`src/rtl/serial_subtractor_ctrl.sv`:
```
// Bit-serial a - b - bin controller (one full-subtractor cell, LSB first); SERIAL_SUB_SAT_EN clamps diff to 0 on borrow.
// Latency WIDTH cycles from accept to out_valid; result is held in DONE until out_ready, in_ready low while busy.
module serial_subtractor_ctrl #(
    parameter int WIDTH = 8
) (
    input  logic             clk,
    input  logic             rst,
    input  logic             in_valid,
    output logic             in_ready,
    input  logic [WIDTH-1:0] a,
    input  logic [WIDTH-1:0] b,
    input  logic             bin,
    output logic             out_valid,
    input  logic             out_ready,
    output logic [WIDTH-1:0] diff,
    output logic             borrow_out,
    output logic             busy
);

    localparam int CW = (WIDTH > 1) ? $clog2(WIDTH) : 1;
    localparam logic [CW-1:0] LAST = CW'(WIDTH - 1);

    typedef enum logic [1:0] {
        IDLE = 2'd0,
        RUN  = 2'd1,
        DONE = 2'd2
    } state_t;

    state_t           state;
    logic [WIDTH-1:0] a_sh;
    logic [WIDTH-1:0] b_sh;
    logic [WIDTH-1:0] diff_sh;
    logic             brw;
    logic [CW-1:0]    cnt;

    logic             d;
    logic             nb;
    logic [WIDTH-1:0] diff_nxt;
    logic [WIDTH-1:0] diff_fin;

    // Single-bit full subtractor on the current LSBs.
    assign d        = a_sh[0] ^ b_sh[0] ^ brw;
    assign nb       = (~a_sh[0] & b_sh[0]) | (~(a_sh[0] ^ b_sh[0]) & brw);
    assign diff_nxt = {d, diff_sh[WIDTH-1:1]};

`ifdef SERIAL_SUB_SAT_EN
    assign diff_fin = nb ? '0 : diff_nxt;
`else
    assign diff_fin = diff_nxt;
`endif

    always_ff @(posedge clk) begin
        if (rst) begin
            state      <= IDLE;
            a_sh       <= '0;
            b_sh       <= '0;
            diff_sh    <= '0;
            brw        <= 1'b0;
            cnt        <= '0;
            in_ready   <= 1'b0;
            out_valid  <= 1'b0;
            busy       <= 1'b0;
            diff       <= '0;
            borrow_out <= 1'b0;
        end else begin
            case (state)
                IDLE: begin
                    in_ready <= 1'b1;
                    if (in_valid && in_ready) begin
                        a_sh     <= a;
                        b_sh     <= b;
                        brw      <= bin;
                        cnt      <= '0;
                        in_ready <= 1'b0;
                        busy     <= 1'b1;
                        state    <= RUN;
                    end
                end
                RUN: begin
                    a_sh    <= a_sh >> 1;
                    b_sh    <= b_sh >> 1;
                    diff_sh <= diff_nxt;
                    brw     <= nb;
                    // cnt parks at LAST so it never wraps for power-of-two widths.
                    if (cnt == LAST) begin
                        out_valid  <= 1'b1;
                        diff       <= diff_fin;
                        borrow_out <= nb;
                        state      <= DONE;
                    end else begin
                        cnt <= cnt + CW'(1);
                    end
                end
                DONE: begin
                    if (out_ready) begin
                        out_valid <= 1'b0;
                        busy      <= 1'b0;
                        in_ready  <= 1'b1;
                        state     <= IDLE;
                    end
                end
                default: begin
                    state <= IDLE;
                end
            endcase
        end
    end

endmodule
```
`config.mk`:
```
export PLATFORM = sky130hd
export DESIGN_NAME = serial_subtractor_ctrl
export DESIGN_NICKNAME = d
export VERILOG_FILES = /design/src/rtl/serial_subtractor_ctrl.sv
export SDC_FILE = /design/constraint.sdc
export NUM_CORES = 1
export LEC_CHECK = 0
export CAP_MARGIN = 20
export CORE_UTILIZATION = 52
export DETAILED_ROUTE_END_ITERATION = 16
export PLACE_DENSITY = 0.79
export SYNTH_ARGS = -nofsm -noshare
export SYNTH_HDL_FRONTEND = slang
export SYNTH_SLANG_ARGS = --single-unit
export TNS_END_PERCENT = 1
```
`constraint.sdc`:
```
create_clock -name clk -period 2.09 [get_ports clk]
set_clock_uncertainty 0.15 [all_clocks]
set_input_delay 0.209 -clock clk [delete_from_list [all_inputs] [get_ports clk]]
set_output_delay 0.209 -clock clk [all_outputs]
set_load 0.005 [all_outputs]
```
Run 1, sequential cells coloured by netlist name:
Scale bar: 20 µm. Other sequential cells in the stronger grey, the rest of the logic in the fainter grey.
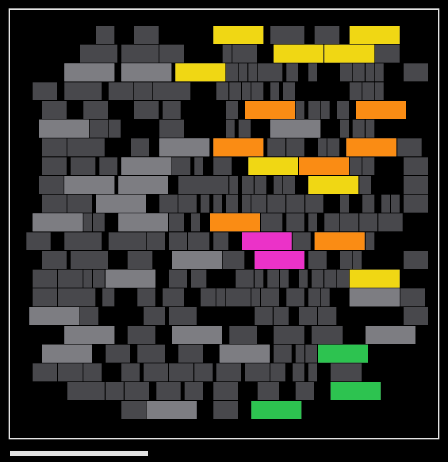
colour	netlist name	placed flops
yellow	diff	8
orange	diff_sh	7
green	cnt	3
magenta	state	2
not coloured	21

Run 1, wiring by layer:
Only two layers are drawn.
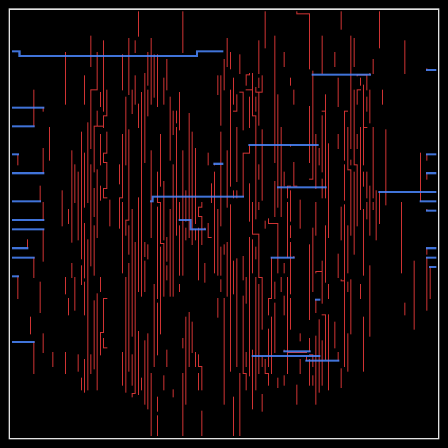
colour	layer	wire length
blue	metal 3	150 µm
red	metal 2	2,070 µm

==> flow_summary.ini, run 1 <==
; implementation run metrics
[power]
p_int_mw = 1.15
powerComb_mw = 0.286
leakage_nw = 0.905
p_comb_share_pct = 18.3

[finish]
lay_top_cells = dfxtp_1, clkdlybuf4s50_1, nand2_1
sh_comb_area_pct = 41.2
clock_buffers = 6
finalInstanceArea_mm2 = 0.00233
signal_buffers = 44
area_delta_synth_final_pct = 23.9
seq_cells = 41
comb_area_um2 = 957
nets = 257
diodes = 0
drive_gt1_share_pct = 15.9

[timing]
hold_viol = 0
tightest_slew_ns = 0.544
hold_slack_ns = 0.261

[yosys]
ys_sh_aoi_pct = 23.1
numSynthFlops = 41
syn_inst = 199
ys_sh_adder_pct = 3.06

[setup_path]
cp_data_required_time_ns = 2.17
path_class = reg2reg
cpMaxStageDelayCell = dfxtp_1
startpoint_type = register
endpoint = a_sh[6]
slowest_delay_ns = 0.45
reg2regPathDepth = 4
critPathTopFamily = flip-flops

[floorplanning]
nWellTaps = 46
chip_area_mm2 = 0.00386

[hold_path]
min_from = b[7]

[detailed_routing]
drtPass1Iterations = 4
viasPerCell = 5.54
postRouteAntennaNets = 0

[placement]
placed_area_mm2 = 0.00226
portBuffers = 32

[status]
status = completed

[global_route]
grt_pass1_vias = 1477
grt.overflow.total = 0

[cts]
cts_num_sinks = 41
cts_tree = done
htreeDepth = 2

[run]
tool_warnings = 27
Run 1, wiring heat map:
The die is cut into 12 by 12 equal tiles; dark purple is low, yellow is high, scaled to the fullest tile. Values are wire area over tile area, all layers added.
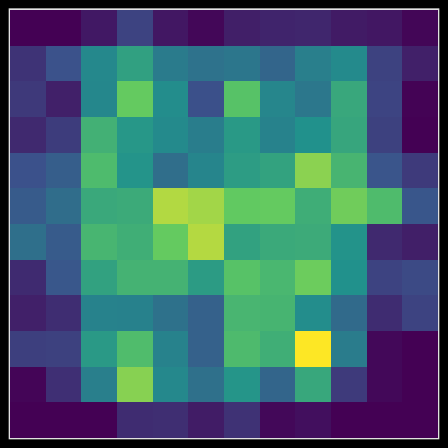
emptiest ninth of the die	lower right
fullest tile	0.44
tiles over half the peak	35%
mean over tiles	0.16

[run 1: synth_stat cells (all sizes together)]
master	number
inv	4
a31o	1
buf	7
nand2	28
nor4bb	1
a31oi	1
nand2b	2
nor4	1
nand4bb	1
a2111oi	1
o21bai	13
or2	2
clkbuf	11
dfxtp	41
o211a	1
nand3	8
nor2b	1
o311a	13
a21oi	25
mux2	13
o21ai	3
fa	1
ha	3
nor2	6
and2	1
nor3b	2
a22oi	1
a211oi	1
nand3b	4
o311ai	1
a311oi	1
[run 1: routing by layer]
layer | share of wire [%] | vias to the layer above | track usage [%]
li1 | - | 781 | -
met4 | 0.94 | 0 | 7.62
met3 | 3.7 | 4 | 5.59
met1 | 44 | 720 | 26.6
met5 | 0 | - | 0
met2 | 51 | 42 | 42.9
==> inputs of run 2 (changes only) <==
CORE_UTILIZATION = 48   (was 52)
PLACE_DENSITY = 0.74   (was 0.79)
Run 2, wiring heat map:
The die is cut into 13 by 13 equal tiles; dark purple is low, yellow is high, scaled to the fullest tile. Values are wire area over tile area, all layers added.
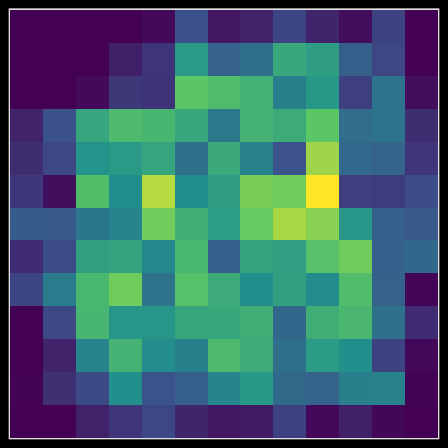
densest ninth of the die	centre
mean over tiles	0.15
fullest tile	0.41

==> run 2 against run 1 <==
Against the previous run: die size grew 8.1%; hold slack better by 0.052 ns; routed wire length shrank 2.3%; design area grew 1.9%; worst setup slack worse by 0.025 ns; register-to-register slack got worse by 0.02 ns; combinational power rose by 3%; critical path type unchanged; highest routed layer unchanged.
==> flow_summary.ini, run 2 <==
; implementation run metrics
[setup_path]
startpoint_type = register
reg2reg_to = cnt[0]
cp_data_required_time_ns = 2.13
cpMaxStageDelayCell = nor3b_1
cp-startpoint = cnt[0]
path_class = reg2reg
reg2regPathDepth = 5
critPathMostFrequentCell = ha_1
critPathTopFamily = simple AND/OR/NAND/NOR gates
endpoint = cnt[0]
slowest_delay_ns = 0.41
crit_fanout = 5

[yosys]
edf_count = 0
numSynthFlops = 41
yosysChipArea_mm2 = 0.00188
async_flop_share_pct = 0
synth.distinct_cells = 33
yosys-stat-cells = 199
syn_area_per_cell_um2 = 9.44
common_cells = dfxtp_1, nand2_1, a21oi_1
ys_sh_adder_pct = 3.06
top_cell = dfxtp_1
syn_inst = 199
ff_type = dfxtp_1
floorplan.nets = 224
ys_sh_aoi_pct = 23.1

[power]
p_total_mw = 1.68
p_comb_share_pct = 17.6
powerComb_mw = 0.296
power_density_mw_per_mm2 = 711
swShare_pct = 25.1
p_int_mw = 1.26
ir_drop_uv = 395
leakage_nw = 0.919

[finish]
diodes = 0
nets = 255
area_delta_synth_final_pct = 26.2
fin_util_pct = 63.8
drive_gt1_share_pct = 15.2
finalInstanceArea_mm2 = 0.00237
largestRegisters = a_sh x8, b_sh x8, diff x8
lay_top_cells = dfxtp_1, clkdlybuf4s50_1, nand2_1
fillers = 326

[global_route]
grtUsageMet2_pct = 35.8
grt_pass1_vias = 1528
gr-max-usage-layer = met2
grt_start_max_net_pins = 32
grt.overflow.total = 0
gr-usage-met3_pct = 5.46
met1_usage_pct = 25.6
grt_pass1_wl_mm = 6.82

[detailed_routing]
post_drt_wl_per_cell_um = 14.2
drtPass1Iterations = 4
viasPerCell = 5.61
drt-met1-wl_mm = 1.90
wl_met3_um = 137
vias = 1564
postRouteAntennaNets = 0
highest_layer = met4
wl_met2_mm = 1.84

[timing]
hold_slack_ns = 0.313
setup_tns_ns = 0
hold_viol = 0
tightest_slew_ns = 0.539
fmax_ghz = 0.550
rsz0062_at_grt = no

[cts]
cts_tree = done
cts_resized = 0
htreeDepth = 2
cts_buffer_depth = 2
cts_num_sinks = 41

[placement]
portBuffers = 32
gp_congestion = 0.780
placed_area_mm2 = 0.00227

[hold_path]
hold_depth = 2
min_from = diff[0]

[floorplanning]
chip_area_mm2 = 0.00417
die_x_um = 64.6

[status]
status = completed

[run]
tool_warnings = 27
Run 2, local utilization:
Scale bar: 20 µm. The die is cut into 6 by 6 equal tiles; dark purple is low, yellow is high, 0 to 100% covered.
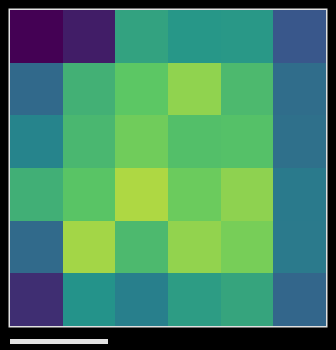
tiles over 75% full	22%
emptiest ninth of the die	upper left
densest ninth of the die	centre
mean over tiles	55%
fullest tile	88%

-- run 2: netlist changes by cell type in the layout (fill, tap and decap cells not counted) --
cell / previous run / this run
buf_4: 12 / 8
clkbuf_4: 5 / 0
clkbuf_8: 1 / 6
buf_12: 0 / 2
-- run 2: area by class of cell --
| type | count | area (µm²) | area share, % |
|---|---|---|---|
| Inverter | 4 | 15.0 | 0.634 |
| Clock inverter | 2 | 13.8 | 0.581 |
| Clock buffer | 6 | 82.6 | 3.48 |
| Multi-Input combinational cell | 136 | 957 | 40.4 |
| Tap cell | 48 | 60.1 | 2.53 |
| Timing Repair Buffer | 42 | 420 | 17.7 |
| Sequential cell | 41 | 821 | 34.6 |
==> inputs of run 3 (changes only) <==
HOLD_SLACK_MARGIN = 0.15   (was not set)
Run 3, sequential cells coloured by netlist name:
Scale bar: 20 µm. Other sequential cells in the stronger grey, the rest of the logic in the fainter grey.
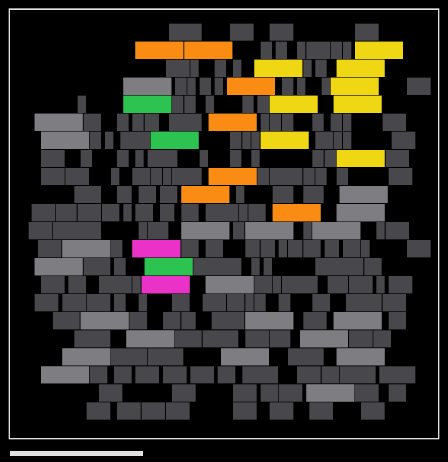
colour	netlist name	placed flops
orange	diff_sh	7
yellow	diff	8
green	cnt	3
magenta	state	2

==> run 3 against run 2 <==
Against the previous run: design area unchanged; fmax stayed put; register-to-register slack about the same; die size did not move; clock-buffer cell count stayed put; via count unchanged; synthesized cell count stayed put; critical path type unchanged; largest cell class unchanged; highest routed layer unchanged.
==> flow_summary.ini, run 3 <==
; implementation run metrics
[power]
p_comb_share_pct = 17.6
p_int_mw = 1.26
p_total_mw = 1.68
ir_drop_uv = 395
p_switching_mw = 0.422
power_density_mw_per_mm2 = 711
leakage_nw = 0.919
powerComb_mw = 0.296
seqPwrFrac_pct = 50.5

[setup_path]
cp_data_required_time_ns = 2.13
startpoint_type = register

[finish]
fin_util_pct = 63.8
finalInstanceArea_mm2 = 0.00237
largestRegisters = a_sh x8, b_sh x8, diff x8
area_delta_synth_final_pct = 26.2
diodes = 0
lay_top_cells = dfxtp_1, clkdlybuf4s50_1, nand2_1
nets = 255

[yosys]
synth.distinct_cells = 33
netlist_logic_family_top = AND-OR/OR-AND gates
ys_sh_aoi_pct = 23.1
syn_inst = 199
yosysChipArea_mm2 = 0.00188
async_flop_share_pct = 0
top_cell = dfxtp_1
ys_sh_adder_pct = 3.06
floorplan.nets = 224
edf_count = 0
common_cells = dfxtp_1, nand2_1, a21oi_1
numSynthFlops = 41
ff_type = dfxtp_1
yosys-stat-cells = 199

[global_route]
grt_pass1_vias = 1528
grtUsageMet2_pct = 35.8
grt.overflow.total = 0
gr-max-usage-layer = met2
met1_usage_pct = 25.6
gr-usage-met3_pct = 5.46
grt_start_max_net_pins = 32
grt_pass1_wl_mm = 6.82

[timing]
rsz0062_at_grt = no
fmax_ghz = 0.550
setup_tns_ns = 0
hold_slack_ns = 0.313
tightest_slew_ns = 0.539

[detailed_routing]
drtPass1Iterations = 4
viasPerCell = 5.61
post_drt_wl_per_cell_um = 14.2
drt-met1-wl_mm = 1.90
wl_met2_mm = 1.84
highest_layer = met4
vias = 1564

[cts]
htreeDepth = 2
cts_num_sinks = 41
cts_tree = done
cts_resized = 0

[placement]
gp_congestion = 0.780

[floorplanning]
chip_area_mm2 = 0.00417
die_x_um = 64.6

[hold_path]
hold_depth = 2

[status]
status = completed

[run]
tool_warnings = 27
drv_cap = 0
Run 3, local utilization:
Scale bar: 20 µm. The die is cut into 6 by 6 equal tiles; dark purple is low, yellow is high, 0 to 100% covered.
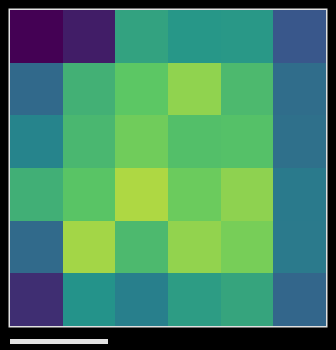
mean over tiles	55%
densest ninth of the die	centre
fullest tile	88%
emptiest ninth of the die	upper left
nearly empty tiles	2.8%

==> run 3: worst max-delay path, stage by stage (launching register included) <==
cell     delay [ns]
dfxtp_1        0.33
ha_1           0.22
ha_1           0.22
nor3b_1        0.41
nor2_1         0.12
a31o_2         0.26
==> run 3: worst paths after layout <==
| check | from | to | slack [ns] |
|---|---|---|---|
| worst min register to register | diff[0] | diff[0] | 0.31 |
| worst min-delay path | diff[0] | diff[0] | 0.31 |
| worst max register to register | cnt[0] | cnt[0] | 0.27 |
| worst max-delay path | cnt[0] | cnt[0] | 0.27 |
==> run 3: cell type report <==
cell class,instances,area (µm²)
Clock buffer,6,82.6
Clock inverter,2,13.8
Sequential cell,41,821
Fill cell,326,1350
Multi-Input combinational cell,136,957
Inverter,4,15.0
Tap cell,48,60.1
Timing Repair Buffer,42,420

==> screenshots <==
The clock network.
(a)
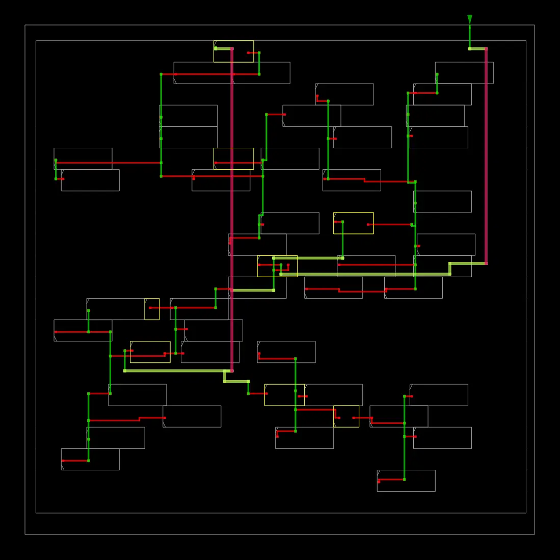
(b)
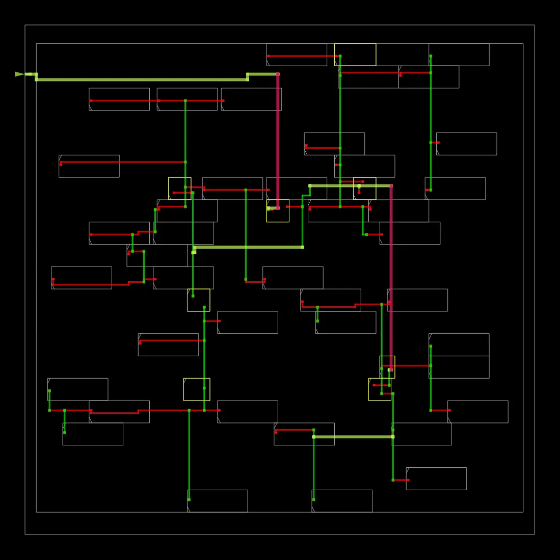
Run 1 is (b).
Run 3 is (a).

No activity file was given, so power comes from the tool's default toggle rates.
